<file path="src/rtl/lab4_4_scan_ctl.sv">
// lab4_4_scan_ctl - time-multiplexed scan controller for a 4-digit
// common-anode seven-segment display.
//
// One shared BCD-to-segment decoder is fed one digit per scan slot. Display
// data is double-buffered: loads land in a shadow register and are committed
// to the displayed value only at frame boundaries, so a frame never mixes
// digits from two different values.
//
// Parameters:
//   SCAN_DIV  clk cycles per digit slot (2 .. 2^20)
//   DIV_W     divider width, 2^DIV_W >= SCAN_DIV
//
// Ports:
//   clk         system clock, rising edge
//   rst_n       asynchronous active-low reset
//   bcd_in      four BCD nibbles, [3:0] = digit 0 (rightmost)
//   load        capture strobe for bcd_in into the shadow register
//   i           BCD nibble of the selected digit (decoder input)
//   ssd_ctl     active-low digit enables, bit n enables digit n
//   pending     shadow holds a value not yet committed
//   frame_tick  one-cycle pulse on each frame commit
//
// Build option:
//   LEADING_ZERO_BLANK_EN  blank digits 3..1 while they and every more
//                          significant nibble are zero

module lab4_4_scan_ctl #(
    parameter int unsigned SCAN_DIV = 100000,
    parameter int unsigned DIV_W    = 17
) (
    input  logic        clk,
    input  logic        rst_n,
    input  logic [15:0] bcd_in,
    input  logic        load,
    output logic [3:0]  i,
    output logic [3:0]  ssd_ctl,
    output logic        pending,
    output logic        frame_tick
);

    logic [DIV_W-1:0] div_q, div_d;
    logic [1:0]       idx_q, idx_d;
    logic [15:0]      shadow_q, shadow_d;
    logic [15:0]      disp_q, disp_d;
    logic             pending_q, pending_d;
    logic             frame_tick_q, frame_tick_d;
    logic [3:0]       i_q, i_d;
    logic [3:0]       ssd_q, ssd_d;

    logic             tick;
    logic             commit;
    logic [3:0]       nib;
    logic             blank;
    logic [3:0]       sel;

    always_comb begin
        tick   = (div_q == DIV_W'(SCAN_DIV - 1));
        div_d  = tick ? '0 : div_q + DIV_W'(1);
        commit = tick && (idx_q == 2'd3);
        idx_d  = tick ? idx_q + 2'd1 : idx_q;

        disp_d       = commit ? shadow_q : disp_q;
        shadow_d     = load ? bcd_in : shadow_q;
        frame_tick_d = commit;

        // A load on the commit edge refills the shadow after the old value
        // was taken, so the new value stays pending for the next frame.
        if (load)
            pending_d = 1'b1;
        else if (commit)
            pending_d = 1'b0;
        else
            pending_d = pending_q;

        // Registered digit outputs use the incoming index and display value
        // so the slot content changes on exactly the same edge as idx.
        nib   = disp_d[{idx_d, 2'b00} +: 4];
        blank = (nib > 4'd9);
`ifdef LEADING_ZERO_BLANK_EN
        case (idx_d)
            2'd1:    blank = blank || (disp_d[15:4]  == 12'd0);
            2'd2:    blank = blank || (disp_d[15:8]  == 8'd0);
            2'd3:    blank = blank || (disp_d[15:12] == 4'd0);
            default: blank = blank;
        endcase
`endif
        sel   = ~(4'b0001 << idx_d);

        i_d   = tick ? nib : i_q;
        ssd_d = tick ? (blank ? '1 : sel) : ssd_q;
    end

    always_ff @(posedge clk or negedge rst_n) begin
        if (!rst_n) begin
            div_q        <= '0;
            idx_q        <= '0;
            shadow_q     <= '0;
            disp_q       <= '0;
            pending_q    <= 1'b0;
            frame_tick_q <= 1'b0;
            i_q          <= 4'd0;
            ssd_q        <= 4'b1110;
        end else begin
            div_q        <= div_d;
            idx_q        <= idx_d;
            shadow_q     <= shadow_d;
            disp_q       <= disp_d;
            pending_q    <= pending_d;
            frame_tick_q <= frame_tick_d;
            i_q          <= i_d;
            ssd_q        <= ssd_d;
        end
    end

    assign i          = i_q;
    assign ssd_ctl    = ssd_q;
    assign pending    = pending_q;
    assign frame_tick = frame_tick_q;

endmodule

</file>
<file path="config.mk">
export PLATFORM = sky130hd
export DESIGN_NAME = lab4_4_scan_ctl
export DESIGN_NICKNAME = d
export VERILOG_FILES = /design/src/rtl/lab4_4_scan_ctl.sv
export SDC_FILE = /design/constraint.sdc
export NUM_CORES = 1
export LEC_CHECK = 0
export ABC_AREA = 1
export CORE_UTILIZATION = 45
export CTS_CLUSTER_SIZE = 16
export DETAILED_ROUTE_END_ITERATION = 10
export PLACE_DENSITY = 0.7
export SYNTH_ARGS = -nofsm -noshare
export SYNTH_HDL_FRONTEND = slang
export SYNTH_SLANG_ARGS = --single-unit
export TNS_END_PERCENT = 20
</file>
<file path="constraint.sdc">
create_clock -name clk -period 5.5 [get_ports clk]
set_input_delay 1.1 -clock clk [delete_from_list [all_inputs] [get_ports clk]]
set_output_delay 1.1 -clock clk [all_outputs]
set_load 0.005 [all_outputs]
</file>
### Routing congestion map, run 1

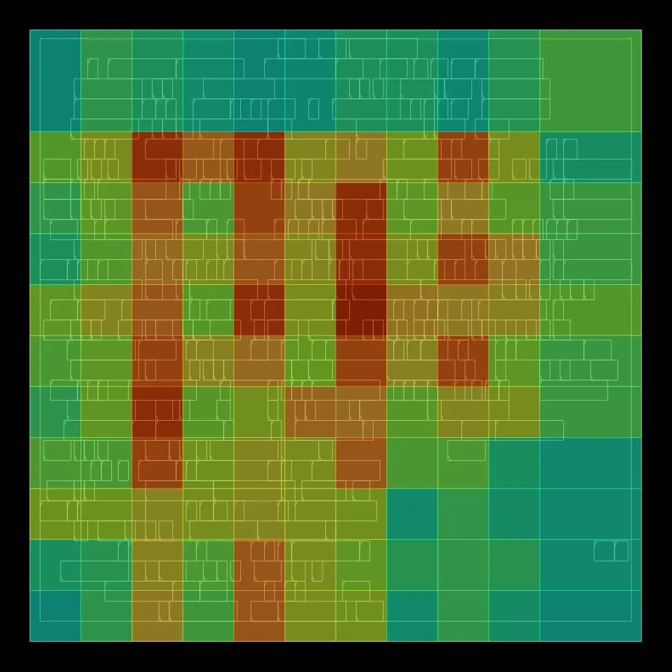
share of the core filled with cells in the final layout: 0.557
met1 usage: 0.233
global routing usage on met3: 0.0440
Global Route met2 Usage: 0.320

### Wires at chosen ports, followed through buffers, run 1

The bar under the picture is 20 um long.
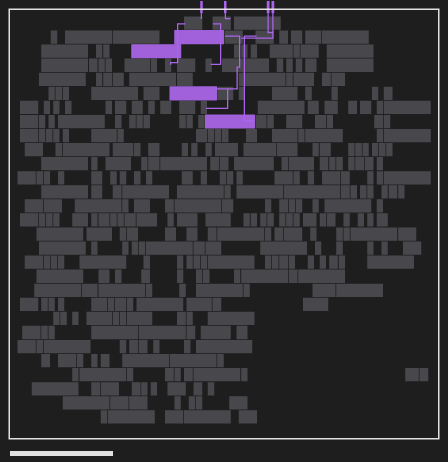
colour	port	bits	direction	edge	end cells	buffers	wire
purple	`ssd_ctl`	4	output	north	4	4	87.5 um

### Clock distribution, run 1

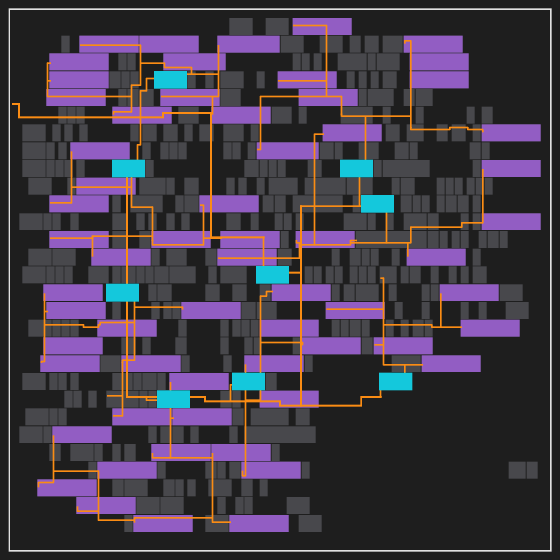
[cyan] clock drivers | count: 9
[purple] flip-flops | count: 61
[orange] clock wires | length: 795 um
routed clock nets	10

==> Flow_metrics.wiki, run 1 <==
== Run summary ==
{| class="wikitable"
! Metric !! Value
|-
| Clock tree from TritonCTS || done
|-
| Placement Rows || 29
|-
| Mapped Area || 2940 sq um
|-
| Layout cell share with drive strength beyond 1 || 0.180
|-
| Drt wl/cell || 11.8 um
|-
| Drt initial violations || 67
|-
| Number of buffers other than clock buffers in the final layout || 29
|-
| Instance count after placement with tap cells included || 444
|-
| Crit path buffers/inverters || 1
|-
| Number of cells in the finished layout apart from fillers || roughly 460
|-
| Internal Pwr Total || 0.768 mW
|-
| Average instance area after synthesis || 8.56 sq um
|-
| Combinational cell power || 0.0362 mW
|-
| Origin of the worst min-delay path || shadow_q[10]
|-
| Top cell area share || 0.494
|-
| Number of unique standard cell types used by synthesis || 35
|-
| Post-route fraction of the period consumed by the critical path || 0.448
|-
| Wire length after detailed routing || between 5000 and 6000 um
|-
| Clock-pin slew of the registers on the worst-case setup and hold paths || 0.07 ns
|-
| Drt first pass iters || 4
|-
| Number of design rule violations left after detail routing || 0
|-
| Fillcell total || 590
|-
| Total number of warnings across the stage logs || 26
|-
| Combinational share of cell area || 0.333
|-
| Kind of critical path || flip-flop to output port
|-
| Share of flip-flops with an asynchronous set or reset after synthesis || 1.00
|-
| Worst path cell trace || clkdlybuf4s50_1
|-
| Area fraction in and, or, nand and nor cells after synthesis || 0.302
|-
| Via count of the first global-routing pass || 2123
|-
| Sink Count || 61
|-
| Floorplan-stage core utilization || 0.465
|-
| Half-perimeter wire length after placement || 3870 um
|-
| Maximum number of pins on one net before global-route repair || 62
|-
| Worst Setup Start Kind || flip-flop
|-
| Vertical die size || around 83 um
|-
| Worst Skew || 0.0130 ns
|-
| Depth of the worst hold-timing path || 2
|-
| Top cells by count || sky130_fd_sc_hd__nand2_1, sky130_fd_sc_hd__dfrtp_1, sky130_fd_sc_hd__inv_1, sky130_fd_sc_hd__nor2_1, sky130_fd_sc_hd__nand2_2
|-
| Worst Setup Slack post-DPL || between 2 and 3 ns
|-
| Routed length on met3 || 151 um
|-
| Boundary pin count || 29
|-
| Total track usage || 0.190
|-
| Clk Tree Root Cell || sky130_fd_sc_hd__clkbuf_8
|-
| Clk power || 0.463 mW
|-
| Most frequent logic cell in the layout || sky130_fd_sc_hd__nand2_1
|-
| Comb pwr share || 0.038
|-
| Area grow syn2layout || 19.8%
|-
| Multi-input combinational cell area || about 1200 sq um
|-
| Met2 routed WL || between 2000 and 3000 um
|-
| Post-CTS Setup Bufs || 0
|-
| Power after layout || roughly 0.96 mW
|-
| Most frequent cells in the layout || sky130_fd_sc_hd__nand2_1, sky130_fd_sc_hd__dfrtp_1, sky130_fd_sc_hd__inv_1, sky130_fd_sc_hd__nor2_1, sky130_fd_sc_hd__clkdlybuf4s50_1
|-
| Part of the power in the clock network || 0.481
|-
| Power in sequential cells || 0.464 mW
|-
| Adder-cell area share of the yosys netlist || 0.00853
|-
| Total core area || about 6300 sq um
|-
| Yosys cell count || 343
|-
| PortBufs || 28
|-
| Origin of the worst setup path || ssd_ctl[2]
|-
| Synthesized flop and latch total || 61
|-
| Largest cell class || flip-flops and latches
|-
| Synthesized-area fraction occupied by xor and xnor cells || 0.00597
|-
| Leakage power summed over all cells || 1.81 nW
|-
| Count of final max-slew check failures || 0
|-
| Time the final worst path needs with I/O delays and setup || 2.46 ns
|-
| Global placer's final weighted congestion || 0.779
|-
| Design area || 3520 sq um
|-
| Vias after detailed routing || ~2200
|-
| Count of hold-fix buffers inserted at cts || 0
|-
| Total number of tap cells || approximately 77
|-
| Outcome || complete, no violations
|-
| Areal power density over the cells || 274 nW/um^2
|-
| R2R setup slack || 3.22 ns
|-
| Post-DR vias/cell || 4.78
|-
| Yosys synthesis warning count || 0
|-
| Largest registers || div_q: 17 flops, disp_q: 16 flops, shadow_q: 16 flops
|}
### Met1 routing, run 1

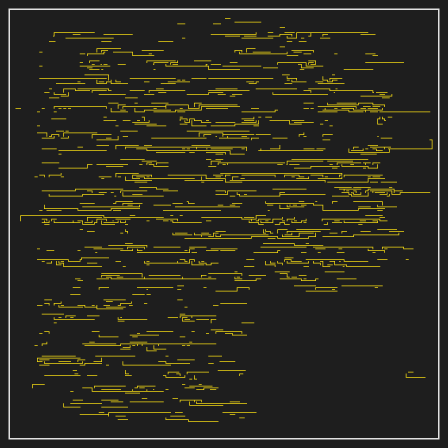

==> run 2: changes to the inputs <==
Clock period 5.5 ns to 2.6 ns, I/O delays scaled along.
### Met1 routing, run 2

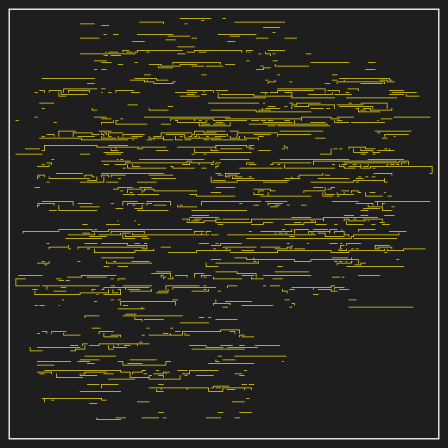
nets with wire on the layer	369
longest straight run	20.2 um
main direction	horizontal
share of all routed wire	47%

### Routing congestion map, run 2

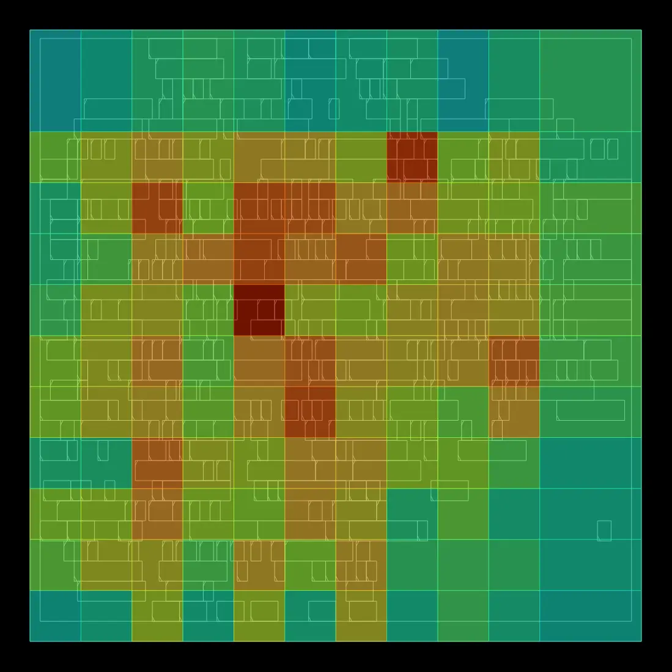
most used routing layer in global routing: met2
share of the core filled with cells in the final layout: 0.553
Global Route met2 Usage: 0.308

==> Flow_metrics.wiki, run 2 <==
== Run summary ==
{| class="wikitable"
! Metric !! Value
|-
| Worst path cell trace || ha_1 -> nand2_2 -> nor2_4 -> nand4_4 -> nand2_2 -> o21ai_2 -> nand2_1 -> nand2_2 -> nor2_4 -> nand2_4 -> a21oi_2
|-
| Power in sequential cells || between 0.9 and 1 mW
|-
| Share of flip-flops with an asynchronous set or reset after synthesis || 1.00
|-
| Layout cell share with drive strength beyond 1 || 0.182
|-
| Most frequent logic cell in the layout || sky130_fd_sc_hd__nand2_1
|-
| R2R setup slack || 0.36 ns
|-
| Global placer's final weighted congestion || 0.784
|-
| Area fraction in and, or, nand and nor cells after synthesis || 0.302
|-
| Number of cells in the finished layout apart from fillers || around 460
|-
| Multi-input combinational cell area || about 1200 sq um
|-
| Most frequent cells in the layout || sky130_fd_sc_hd__nand2_1, sky130_fd_sc_hd__dfrtp_1, sky130_fd_sc_hd__inv_1, sky130_fd_sc_hd__nor2_1, sky130_fd_sc_hd__clkdlybuf4s50_1
|-
| Synthesized flop and latch total || slightly above 60
|-
| Crit path buffers/inverters || 0
|-
| Post-CTS Setup Bufs || 0
|-
| Areal power density over the cells || about 540 nW/um^2
|-
| Sink Count || just over 60
|-
| Post-route fraction of the period consumed by the critical path || 0.861
|-
| Outcome || complete, no violations
|-
| Time the final worst path needs with I/O delays and setup || 2.24 ns
|-
| Clk Tree Root Cell || sky130_fd_sc_hd__clkbuf_8
|-
| Worst Setup Start Kind || flip-flop
|-
| Drt first pass iters || 5
|-
| Clock-pin slew of the registers on the worst-case setup and hold paths || 0.06 ns
|-
| Vias after detailed routing || 2207
|-
| Largest registers || div_q: 17 flops, disp_q: 16 flops, shadow_q: 16 flops
|-
| Yosys cell count || between 300 and 400
|-
| Maximum number of pins on one net before global-route repair || 33
|-
| Mapped Area || slightly below 3000 sq um
|-
| Via count of the first global-routing pass || 2109
|-
| Largest cell class || flip-flops and latches
|-
| Number of unique standard cell types used by synthesis || 35
|-
| Met1 usage || 0.233
|-
| Average instance area after synthesis || between 8 and 9 sq um
|-
| Floorplan-stage core utilization || 0.465
|-
| Part of the power in the clock network || 0.437
|-
| Met2 routed WL || 2700 um
|-
| Boundary pin count || 29
|-
| Clk power || 0.824 mW
|-
| Count of final max-slew check failures || 0
|-
| Adder-cell area share of the yosys netlist || 0.00853
|-
| Post-DR vias/cell || between 4 and 5
|-
| Origin of the worst setup path || div_q[0]
|-
| Total core area || 6310 sq um
|-
| Number of buffers other than clock buffers in the final layout || 30
|-
| Area grow syn2layout || 18.9%
|-
| Number of design rule violations left after detail routing || 0
|-
| Placement Rows || 29
|-
| Comb pwr share || 0.043
|-
| Top cell area share || 0.494
|-
| Total number of warnings across the stage logs || 26
|-
| Drt initial violations || 77
|-
| Instance count after placement with tap cells included || 445
|-
| Half-perimeter wire length after placement || around 4100 um
|-
| Total track usage || 0.188
|-
| Drt wl/cell || around 12 um
|-
| Combinational share of cell area || 0.335
|-
| Leakage power summed over all cells || 1.81 nW
|-
| Wire length after detailed routing || about 5600 um
|-
| Internal Pwr Total || about 1.5 mW
|-
| Kind of critical path || flip-flop to flip-flop
|-
| Vertical die size || 82.8 um
|-
| Design area || 3490 sq um
|-
| Clock tree from TritonCTS || done
|-
| Global routing usage on met3 || 0.0527
|-
| Fillcell total || 606
|}
Power and IR drop assume default switching activity.
